$ cat src/rtl/seq_shift_add_multiplier.sv
// Unsigned sequential shift-and-add multiplier: one partial-product step per clock.
// Optional MULT_EARLY_TERM_EN: leave CALC as soon as the remaining multiplier bits are zero.
module seq_shift_add_multiplier #(
    parameter int NUM_BITS = 7
) (
    input  logic                    clk,
    input  logic                    rst,
    input  logic                    start,
    input  logic [NUM_BITS-1:0]     multiplier,
    input  logic [NUM_BITS-1:0]     multiplicand,
    output logic [2*NUM_BITS-1:0]   product
);

    localparam int PW = 2 * NUM_BITS;
    localparam int CW = $clog2(NUM_BITS + 1);

    typedef enum logic [1:0] {IDLE, CALC, DONE} state_t;

    state_t              state, next_state;
    logic [NUM_BITS-1:0] a_reg;
    logic [PW-1:0]       b_reg;
    logic [PW-1:0]       acc;
    logic [CW-1:0]       count;
    logic                last_step;

    // One shift-and-add step; full 2N-bit width, so the sum cannot overflow.
    function automatic logic [PW-1:0] add_partial(input logic [PW-1:0] sum,
                                                  input logic [PW-1:0] addend,
                                                  input logic          sel);
        return sel ? (sum + addend) : sum;
    endfunction

    always_ff @(posedge clk) begin
        if (rst) begin
            state <= IDLE;
        end else begin
            state <= next_state;
        end
    end

    always_comb begin
        next_state = state;
        last_step  = (count == CW'(1));
`ifdef MULT_EARLY_TERM_EN
        // Nothing left to add once the bits still to be shifted in are all zero.
        last_step  = last_step || (a_reg[NUM_BITS-1:1] == '0);
`endif
        case (state)
            IDLE:    if (start) next_state = CALC;
            CALC:    if (last_step) next_state = DONE;
            DONE:    next_state = IDLE;
            default: next_state = IDLE;
        endcase
    end

    always_ff @(posedge clk) begin
        if (rst) begin
            a_reg   <= '0;
            b_reg   <= '0;
            acc     <= '0;
            count   <= '0;
            product <= '0;
        end else begin
            case (state)
                IDLE: begin
                    if (start) begin
                        a_reg <= multiplier;
                        b_reg <= {{NUM_BITS{1'b0}}, multiplicand};
                        acc   <= '0;
                        count <= CW'(NUM_BITS);
                    end
                end
                CALC: begin
                    acc   <= add_partial(acc, b_reg, a_reg[0]);
                    a_reg <= a_reg >> 1;
                    b_reg <= b_reg << 1;
                    count <= count - CW'(1);
                end
                DONE: begin
                    // The only place the visible result moves, so it stays stable during CALC.
                    product <= acc;
                end
                default: ;
            endcase
        end
    end

endmodule

$ cat config.mk
export PLATFORM = sky130hd
export DESIGN_NAME = seq_shift_add_multiplier
export DESIGN_NICKNAME = d
export VERILOG_FILES = /design/src/rtl/seq_shift_add_multiplier.sv
export SDC_FILE = /design/constraint.sdc
export NUM_CORES = 1
export LEC_CHECK = 0
export CORE_AREA = 2 2 111 70
export CTS_CLUSTER_DIAMETER = 30
export DETAILED_ROUTE_END_ITERATION = 12
export DIE_AREA = 0 0 113 72
export PLACE_DENSITY_LB_ADDON = 0.05
export SYNTH_ARGS = -nofsm -noshare
export SYNTH_HDL_FRONTEND = slang
export SYNTH_SLANG_ARGS = --single-unit
export TNS_END_PERCENT = 30
$ cat constraint.sdc
create_clock -name clk -period 2.35 [get_ports clk]
set_input_delay 0.705 -clock clk [delete_from_list [all_inputs] [get_ports clk]]
set_output_delay 0.705 -clock clk [all_outputs]
set_load 0.01 [all_outputs]
==> impl_metrics.py, run 1 <==
# Physical implementation metrics
metrics = {
    "timing": {
        "finalSetupViolations": 0,
        "post-route-period-util_pct": 93.4,
        "relSlewSlack_pct": 54.1,
        "fin_skew_ns": 0.00439,
        "setup_tns_ns": 0,
        "clock.fmax_mhz": 455,
        "final_max_slew_viol_count": 0,
        "hold_viol": 0,
        "worst_pin_slew_ns": 0.688,
    },
    "clocking": {
        "clk_pin_slew_ns": 0.07,
        "cts.sinks": 54,
        "tritoncts": "done",
        "worstSkewPairLatency_ns": 0.30,
        "clock_path_buffers": 2,
    },
    "placed_design": {
        "io_buffer_count": 30,
        "gp_congestion": 0.838,
        "hpwlAfterDp_um": 5200,
    },
    "finish": {
        "fin_area_sq_um": 3350,
        "nFillCells": 719,
        "syn_to_final_growth_pct": 21.9,
        "drive_gt1_share_pct": 9.49,
        "n_antenna_cell": 0,
    },
    "global_routing": {
        "grt_overflow": 0,
        "grt_use_total_pct": 18.0,
        "grt_max_degree": 21,
        "antenna_found_initial": 0,
        "grt_pass1_wl_um": 11400,
    },
    "worst_setup_path": {
        "endpoint_kind": "flop",
        "cp.required_ns": 2.52,
        "cp-start-kind": "flop",
    },
    "yosys": {
        "ff_type": "dfxtp_1",
        "area_leaders": "dfxtp_1 39%, nand2_1 7.8%, ha_1 6.8%",
        "synthCells": 334,
        "yosys.cell_types.count": 56,
        "fp_nets": 367,
        "top_cell_area_share_pct": 39.3,
    },
    "power": {
        "p_seq_share_pct": 49.5,
        "pwr-share-clk_pct": 38.1,
        "swShare_pct": 24.9,
        "p_leak_uw": 0.00132,
        "power.switching_uw": 492,
        "total_power_uw": 1970,
        "ir_drop_v": 0.000284,
        "intPower_uw": 1480,
    },
    "floorplan": {
        "io_pins": 31,
        "chip_area_sq_um": 8140,
        "fp-utilization_pct": 38.8,
    },
    "drt": {
        "avgRoutedWirePerCell_um": 14.9,
        "vias": 2418,
        "drc": 1,
        "dr.pass1.iters": 8,
    },
    "status": {
        "status": "finished, violations left",
        "violations": "design-rule violations",
    },
    "flow_run": {
        "drv_cap": 0,
    },
}
run 1: cell type report:
type                            instances  area [sq um]  share of cell area [%]
Sequential cell                        54          1080                    32.2
Tap cell                               91           114                    3.40
Timing Repair Buffer                   45           413                    12.3
Inverter                               11          41.3                    1.23
Clock buffer                            7           143                    4.25
Clock inverter                          1          5.00                   0.149
Multi-Input combinational cell        251          1560                    46.4
run 1: worst max-delay path: stages (launching register included):
cell	delay [ns]
dfxtp_1	0.39
ha_1	0.26
a21oi_1	0.21
nand4b_1	0.22
a2111oi_1	0.12
buf_4	0.16
a2111oi_4	0.35
mux2i_1	0.25
o211ai_1	0.11
run 1: metrics by stage:
step           instances  hold WS [ns]
2_1_floorplan        334         0.424
3_3_place_gp         452         0.440
3_5_place_dp         452         0.445
4_1_cts              460         0.455
5_1_grt              460         0.473
6_report             460         0.451
run 1: logic make-up (layout without fill, tap and decap cells):
kind of cell    count (synthesis)  in the layout  synth area share (%)
simple gates                  137            137                  22.5
xor+xnor                        5              5                  1.59
fa+ha+maj                      16             16                  7.55
buf+inv                        29             64                  4.27
mux                             3              3                  1.09
flops                          54             54                  39.3
compound gates                 90             90                  23.7
run 1: power groups by stage:
stage | combinational, uW | clock [uW] | sequential (uW)
after global placement | 243 | 0 | 998
final | 243 | 752 | 978
after detailed placement | 245 | 0 | 1000
after floorplan | 162 | 0 | 991
after CTS | 245 | 782 | 978
after global routing | 274 | 820 | 982
run 1: cell usage in the layout, fill, tap and decap left out, types with 3 or more instances in the layout:
master           Yosys  layout
nor2_1              41      41
dfxtp_1             54      54
nand4_1              3       3
nand2b_1             3       3
mux2i_1              3       3
clkdlybuf4s50_1      0      30
ha_1                15      15
nor3_1               6       6
a311oi_1             9       9
a22oi_1             12      12
buf_4                1      15
a21o_1               3       3
clkbuf_16            0       5
o21ai_0              7       7
a21oi_1             33      32
nand3_1              3       3
nand2_1             57      57
nor2b_1              7       7
xor2_1               3       3
inv_1               11      11
run 1: timing repair:
action / in CTS / in global routing
endpoints found under the setup margin: 0 / 2
resized: 0 / 1
buffers inserted: 0 / 0
run 1: path summary, 6_finish.rpt:
check	from	to	cells after the start
worst max register to register	acc[1]$_SDFFE_PP0P_	acc[13]$_SDFFE_PP0P_	8
worst min-delay path	product[1]$_SDFFE_PP0N_	product[1]$_SDFFE_PP0N_	2
worst max-delay path	acc[1]$_SDFFE_PP0P_	acc[13]$_SDFFE_PP0P_	8
worst min register to register	product[1]$_SDFFE_PP0N_	product[1]$_SDFFE_PP0N_	2
run 1: per-layer routing:
| metal | up-vias | wire length, um | global-route usage [%] |
|---|---|---|---|
| li1 | 1264 | - | - |
| met1 | 1099 | 3730 | 27.6 |
| met2 | 47 | 2650 | 24.8 |
| met3 | 8 | 376 | 4.01 |
| met4 | 0 | 90 | 6.10 |
| met5 | - | 0 | 0 |
==> run_1/placement_by_type.png <==
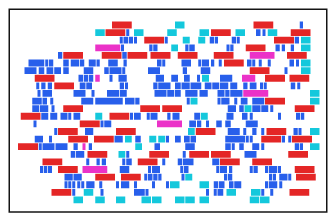
class	color	cells
other buffers and delay cells	cyan	45
flops	red	54
combinational and other logic	blue	262
clock drivers and dummy loads	magenta	8

==> run_1/congestion.png <==
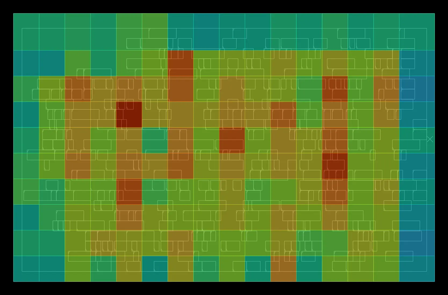
GRT met1 Usage: 27.6%
global routing's busiest layer: met1

==> run_1/wires.png <==
Two of the layers only.
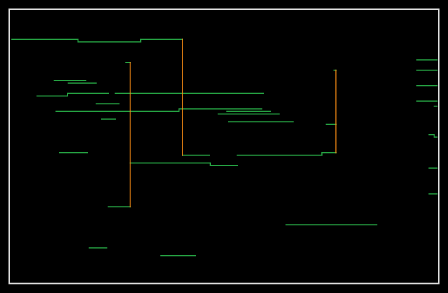
layer	color	wire length
metal 3	green	376 um
metal 4	orange	90.4 um

## Run 2: what changed since run 1
--- a/config.mk
+++ b/config.mk
@@ -5,10 +5,10 @@
 export SDC_FILE = /design/constraint.sdc
 export NUM_CORES = 1
 export LEC_CHECK = 0
-export CORE_AREA = 2 2 111 70
+export CORE_AREA = 2 2 94 60
 export CTS_CLUSTER_DIAMETER = 30
 export DETAILED_ROUTE_END_ITERATION = 12
-export DIE_AREA = 0 0 113 72
+export DIE_AREA = 0 0 96 62
 export PLACE_DENSITY_LB_ADDON = 0.05
 export SYNTH_ARGS = -nofsm -noshare
 export SYNTH_HDL_FRONTEND = slang
==> run_2/io_placement.png <==
Pins as bars across the die edge, other pins in gray.
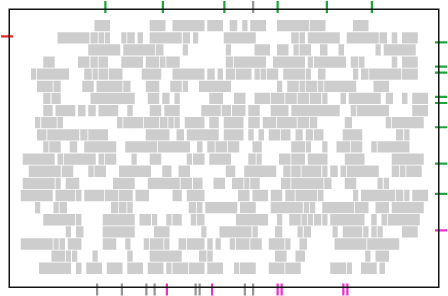
port	color	pins	direction	edge
`product`	green	14	output	8 east, 6 north
`clk`	red	1	input	west
`multiplicand`	magenta	7	input	6 south, 1 east
all pins by edge	14 south, 9 east, 7 north, 1 west

==> run 2 against run 1 <==
  * The run now ends clean
  * Die area fell by 27%
  * Sequential cell count unchanged
  * Maximum frequency fell by 2.8%
  * First-iteration DRC count down 5.9%
  * Largest cell class unchanged
==> impl_metrics.py, run 2 <==
# Physical implementation metrics
metrics = {
    "drt": {
        "wl_met2_um": 2570,
        "drc": 0,
        "dr_wl_met3_um": 388,
        "avgRoutedWirePerCell_um": 14.8,
        "dr.pass1.iters": 4,
        "wl_met1_um": 3360,
        "vias": 2443,
        "routed.top_layer": "met4",
    },
    "global_routing": {
        "grt_overflow": 0,
        "antenna_found_initial": 0,
        "grt_use_total_pct": 23.9,
        "grt_pass1_wl_um": 10600,
        "grt_max_degree": 25,
    },
    "timing": {
        "worst_pin_slew_ns": 0.643,
        "final_max_slew_viol_count": 0,
        "hold_viol": 0,
        "relSlewSlack_pct": 57.0,
        "timing.hold.ws_ns": 0.458,
        "post-route-period-util_pct": 96.1,
        "finalSetupViolations": 0,
        "clock.fmax_mhz": 443,
        "setup_tns_ns": 0,
        "fin_skew_ns": 0.00610,
    },
    "placed_design": {
        "dp.cells": 426,
        "io_buffer_count": 30,
        "gp_congestion": 0.910,
        "hpwlAfterDp_um": 4670,
    },
    "min_path": {
        "hold_path.class": "reg2reg",
    },
    "worst_setup_path": {
        "cp.required_ns": 2.55,
        "endpoint_kind": "flop",
        "cp-start-kind": "flop",
        "worstSetupPathType": "reg2reg",
        "critical_path_peak_fanout": 4,
    },
    "yosys": {
        "yosys.cell_types.count": 56,
        "fp_nets": 367,
        "top_cell": "nand2_1",
        "largest_area_cell": "dfxtp_1",
        "top_cell_area_share_pct": 39.3,
        "area_leaders": "dfxtp_1 39%, nand2_1 7.8%, ha_1 6.8%",
        "synthCells": 334,
        "ff_type": "dfxtp_1",
        "top_cells_by_count": "57 x nand2_1, 54 x dfxtp_1, 41 x nor2_1",
    },
    "floorplan": {
        "core_area_sq_um": 5230,
        "fp-utilization_pct": 52.6,
        "chip_area_sq_um": 5950,
        "die_y_um": 62,
        "io_pins": 31,
    },
    "clocking": {
        "clk_pin_slew_ns": 0.10,
        "cts_hold_buf": 0,
        "worstSkewPairLatency_ns": 0.32,
        "htree_num_levels": 2,
        "cts.sinks": 54,
        "tritoncts": "done",
        "clock_path_buffers": 2,
    },
    "status": {
        "status": "finished clean",
    },
    "finish": {
        "final_cell_mix": "57 x nand2_1, 52 x dfxtp_1, 41 x nor2_1",
        "fin_area_sq_um": 3270,
        "drive_gt1_share_pct": 9.59,
        "n_antenna_cell": 0,
        "syn_to_final_growth_pct": 18.7,
        "layout_top_cell": "nand2_1",
        "stdcell_count": 434,
    },
    "flow_run": {
        "drv_cap": 0,
    },
    "power": {
        "p_leak_uw": 0.00129,
        "ir_drop_v": 0.000392,
    },
}
run 2: cell counts after synthesis:
No cell type changed its count.
run 2: path summary, 6_finish.rpt:
| kind | start | end | cells past startpoint |
|---|---|---|---|
| max | b_reg[3]$_SDFFE_PP0P_ | acc[13]$_SDFFE_PP0P_ | 7 |
| min | product[7]$_SDFFE_PP0N_ | product[7]$_SDFFE_PP0N_ | 2 |
| max reg2reg | b_reg[3]$_SDFFE_PP0P_ | acc[13]$_SDFFE_PP0P_ | 7 |
| min reg2reg | product[7]$_SDFFE_PP0N_ | product[7]$_SDFFE_PP0N_ | 2 |
run 2: kinds of logic after synthesis:
family,share of synthesized area (%)
AOI/OAI and AO/OA,23.7
adders and majority gates,7.55
DFF,39.3
muxes,1.09
xor gates and xnor gates,1.59
and+or+nand+nor,22.5
buffers and inverters,4.27
run 2: timing repair:
item	CTS	global route
resized	0	5
endpoints found under the hold margin	0	0
endpoints found under the setup margin	0	5
run 2: power breakdown:
group | total, uW | leakage, uW | switching, uW | internal (uW)
sequential | 978 | 0.000441 | 27.7 | 950
combinational | 241 | 0.000788 | 135 | 106
clock | 638 | 0.0000585 | 318 | 320
run 2: routing by layer:
metal	global-route usage [%]	vias to the layer above
li1	-	1242
met1	35.5	1127
met2	33.8	63
met3	6.27	11
met4	7.14	0
met5	0	-
run 2: critical path, stage by stage (launching register included):
cell,delay (ns)
dfxtp_1,0.34
ha_1,0.36
a21o_1,0.21
a21oi_1,0.33
a2111oi_2,0.16
a2111oi_4,0.40
mux2i_1,0.24
o211ai_1,0.10
run 2: area by class of cell:
class / instances / area (sq um) / share of cell area [%]
clock buffers: 5 / 68.8 / 2.11
clock inverters: 3 / 43.8 / 1.34
multi-input cells: 251 / 1560 / 47.8
well taps: 69 / 86.3 / 2.64
repair buffers: 41 / 383 / 11.7
flip-flops and latches: 54 / 1080 / 33.2
inverters: 11 / 41.3 / 1.26
run 2: through the flow:
| step | setup WS [ns] | total power (uW) |
|---|---|---|
| after global placement | 0.0613 | 1230 |
| final | 0.0923 | 1860 |
| after detailed placement | 0.0368 | 1240 |
| after global routing | 0.00391 | 1950 |
| after CTS | 0.120 | 1870 |
| after floorplan | 0.411 | 1150 |
## Run 3: what changed since run 2
--- a/config.mk
+++ b/config.mk
@@ -6,6 +6,7 @@
 export NUM_CORES = 1
 export LEC_CHECK = 0
 export CORE_AREA = 2 2 94 60
+export CTS_BUF_LIST = sky130_fd_sc_hd__clkbuf_16
 export CTS_CLUSTER_DIAMETER = 30
 export DETAILED_ROUTE_END_ITERATION = 12
 export DIE_AREA = 0 0 96 62
==> constraint.sdc (replaced) <==
create_clock -name clk -period 2.27 [get_ports clk]
set_input_delay 0.681 -clock clk [delete_from_list [all_inputs] [get_ports clk]]
set_output_delay 0.681 -clock clk [all_outputs]
set_load 0.01 [all_outputs]
==> run_3/clk_routes.png <==
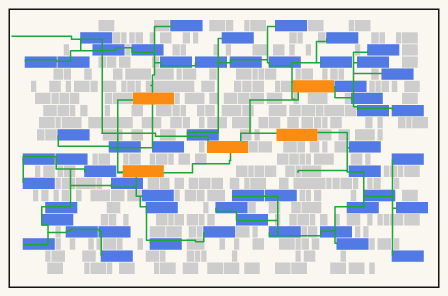
[flip-flops] blue | count: 54
[clock drivers] orange | count: 5
[clock wires] green | length: 650 um
flops lie	all over the die

==> run 3 against run 2 <==
  * Sequential cell count did not move
  * Global-route usage is 1.4 points lower
  * Clock-buffer cell count is the same
  * Final cell count increased by 1.4%
  * Setup slack got worse by 0.015 ns
  * Clock skew grew 0.00054 ns
  * Via count up 0.65%
  * Critical endpoint is now acc[6]$_SDFFE_PP0P_
  * Largest cell class unchanged
==> impl_metrics.py, run 3 <==
# Physical implementation metrics
metrics = {
    "status": {
        "status": "finished clean",
    },
    "timing": {
        "clock.fmax_mhz": 456,
        "worst_pin_slew_ns": 0.648,
        "finalSetupViolations": 0,
        "relSlewSlack_pct": 56.7,
        "final_max_slew_viol_count": 0,
        "post-route-period-util_pct": 96.6,
        "grt_setup_unrepaired": "yes",
        "hold_viol": 0,
        "layout_min_cycle_time_ns": 2.19,
        "fin_skew_ns": 0.00664,
    },
    "yosys": {
        "top_cell_area_share_pct": 39.3,
        "ys_seq_elements": 54,
        "ff_type": "dfxtp_1",
        "yosys.cell_types.count": 56,
        "syn-cell-area_sq_um": 2750,
        "synthCells": 334,
        "top_cell": "nand2_1",
        "largest_area_cell": "dfxtp_1",
        "syn_area_per_cell_sq_um": 8.24,
        "area_leaders": "dfxtp_1 39%, nand2_1 7.8%, ha_1 6.8%",
        "yosysWarnings": 0,
        "edf_count": 0,
        "async_flop_share_pct": 0,
        "yosysChipArea_sq_um": 2750,
        "fp_nets": 367,
        "top_cells_by_count": "57 x nand2_1, 54 x dfxtp_1, 41 x nor2_1",
        "yosysSeqAreaShare_pct": 39.3,
    },
    "clocking": {
        "cts-root-buf": "clkbuf_16",
        "cts.sinks": 54,
        "cts_buffers": 5,
        "tritoncts": "done",
        "htree_num_levels": 2,
        "clk_pin_slew_ns": 0.07,
        "worstSkewPairLatency_ns": 0.29,
        "clock_path_buffers": 2,
        "cts_hold_buf": 0,
    },
    "worst_setup_path": {
        "path_cells": "ha_1 > inv_1 > fa_1 > nor2b_1 > o21ai_0 > a21boi_1 > o21a_1 > o21ai_0 > a32o_1",
        "worstSetupPathType": "reg2reg",
        "critPathArrivalTime_ns": 2.38,
        "cp-start-kind": "flop",
        "endpoint_kind": "flop",
        "crit_family": "AND-OR/OR-AND gates",
        "cp.required_ns": 2.45,
        "critPathMaxStageDelay_ns": 0.39,
        "cp_slowest_cell": "dfxtp_1",
        "critical_path_peak_fanout": 4,
        "crit_path_frequent_cell": "o21ai_0",
        "cp_num_buf_inv": 1,
    },
    "drt": {
        "vias": 2459,
        "totalWireLength_um": 6230,
        "drc": 0,
        "drt_iter0_markers": 173,
        "via_per_inst": 5.59,
        "ant_nets": 0,
        "dr.pass1.iters": 5,
        "avgRoutedWirePerCell_um": 14.2,
    },
    "placed_design": {
        "gp_congestion": 0.868,
        "hpwlAfterDp_um": 4510,
        "io_buffer_count": 30,
        "place_area_sq_um": 3190,
    },
    "floorplan": {
        "io_pins": 31,
        "core_area_sq_um": 5230,
        "std_cell_rows": 21,
        "fp-utilization_pct": 52.6,
        "chip_area_sq_um": 5950,
        "die_y_um": 62,
    },
    "flow_run": {
        "warnings": 28,
        "drv_cap": 0,
    },
    "global_routing": {
        "grt_pass1_vias": 2046,
        "grt_use_total_pct": 22.5,
        "grt_max_degree": 28,
        "antenna_found_initial": 0,
        "grt_overflow": 0,
        "grt_pass1_wl_um": 10100,
    },
    "power": {
        "ir_drop_v": 0.000343,
        "p_leak_uw": 0.00135,
    },
    "finish": {
        "syn_to_final_growth_pct": 22.0,
        "n_antenna_cell": 0,
        "finalCoreUtilization_pct": 64.2,
        "drive_gt1_share_pct": 9.97,
        "layout_top_cell": "nand2_1",
        "nFillCells": 471,
        "fin_area_sq_um": 3360,
        "final_cell_mix": "57 x nand2_1, 54 x dfxtp_1, 41 x nor2_1",
        "num-nets-final": 403,
    },
    "min_path": {
        "hold_path.class": "reg2reg",
    },
}
## run 3: cell count changes in the layout (fill, tap and decap cells not counted), moves of 2 or more
cell and change:
buf_4 +6, clkbuf_16 +5, clkbuf_8 -5, dfxtp_1 +2, dfxtp_2 -2, inv_1 +2
## run 3: power by group
| part | total [uW] | switching [uW] | internal [uW] |
|---|---|---|---|
| combinational | 252 | 138 | 114 |
| clock | 842 | 329 | 513 |
| sequential | 1010 | 28.4 | 984 |
| total | 2110 | 496 | 1610 |
## run 3: layout make-up
type | instances | area (sq um) | area share (%)
multi-input cells | 251 | 1560 | 46.4
clock inverters | 3 | 37.5 | 1.12
clock buffers | 5 | 125 | 3.73
flip-flops and latches | 54 | 1080 | 32.2
inverters | 11 | 41.3 | 1.23
repair buffers | 47 | 428 | 12.7
well taps | 69 | 86.3 | 2.57
## run 3: what timing repair did
item / CTS / global route
setup buffers: 0 / 0
endpoints found under the setup margin: 0 / 4
resized: 0 / 2
## run 3: logic make-up (layout without fill, tap and decap cells)
logic type               count (synthesis)  in the layout  synth area share [%]
multiplexers                             3              3                  1.09
XOR/XNOR                                 5              5                  1.59
AND/OR/NAND/NOR                        137            137                  22.5
adder cells (fa/ha/maj)                 16             16                  7.55
AND-OR/OR-AND                           90             90                  23.7
flip-flops                              54             54                  39.3
buffers and inverters                   29             66                  4.27
## run 3: metrics by stage
stage          total power (uW)  hold slack (ns)  setup TNS [ns]  worst slack, ns  std cells
2_1_floorplan              1190            0.424               0            0.331        334
3_3_place_gp               1280            0.442               0           0.0274        432
3_5_place_dp               1280            0.445               0          0.00401        432
4_1_cts                    2110            0.454               0           0.0673        440
5_1_grt                    2200            0.472         -0.0601          -0.0601        440
6_report                   2110            0.453               0           0.0776        440
## run 3: worst paths after layout
kind / startpoint / end / slack [ns] / cells after the start
min: count[2]$_SDFFE_PP0P_ / state[1]$_SDFFE_PP0P_ / 0.45 / 1
max: b_reg[0]$_SDFFE_PP0P_ / acc[6]$_SDFFE_PP0P_ / 0.08 / 9
max reg2reg: b_reg[0]$_SDFFE_PP0P_ / acc[6]$_SDFFE_PP0P_ / 0.08 / 9
min reg2reg: count[2]$_SDFFE_PP0P_ / state[1]$_SDFFE_PP0P_ / 0.45 / 1
## run 3: routing by layer
| layer | share of wire, % | vias to the layer above | track usage, % | wire length [um] |
|---|---|---|---|---|
| met1 | 53 | 1143 | 33.8 | 3300 |
| met2 | 41 | 52 | 32.7 | 2580 |
| met4 | 0.45 | 0 | 3.88 | 28 |
| li1 | - | 1260 | - | - |
| met3 | 5.1 | 4 | 5.79 | 317 |
| met5 | 0 | - | 0 | 0 |
Power is estimated from default activity; no workload was simulated.
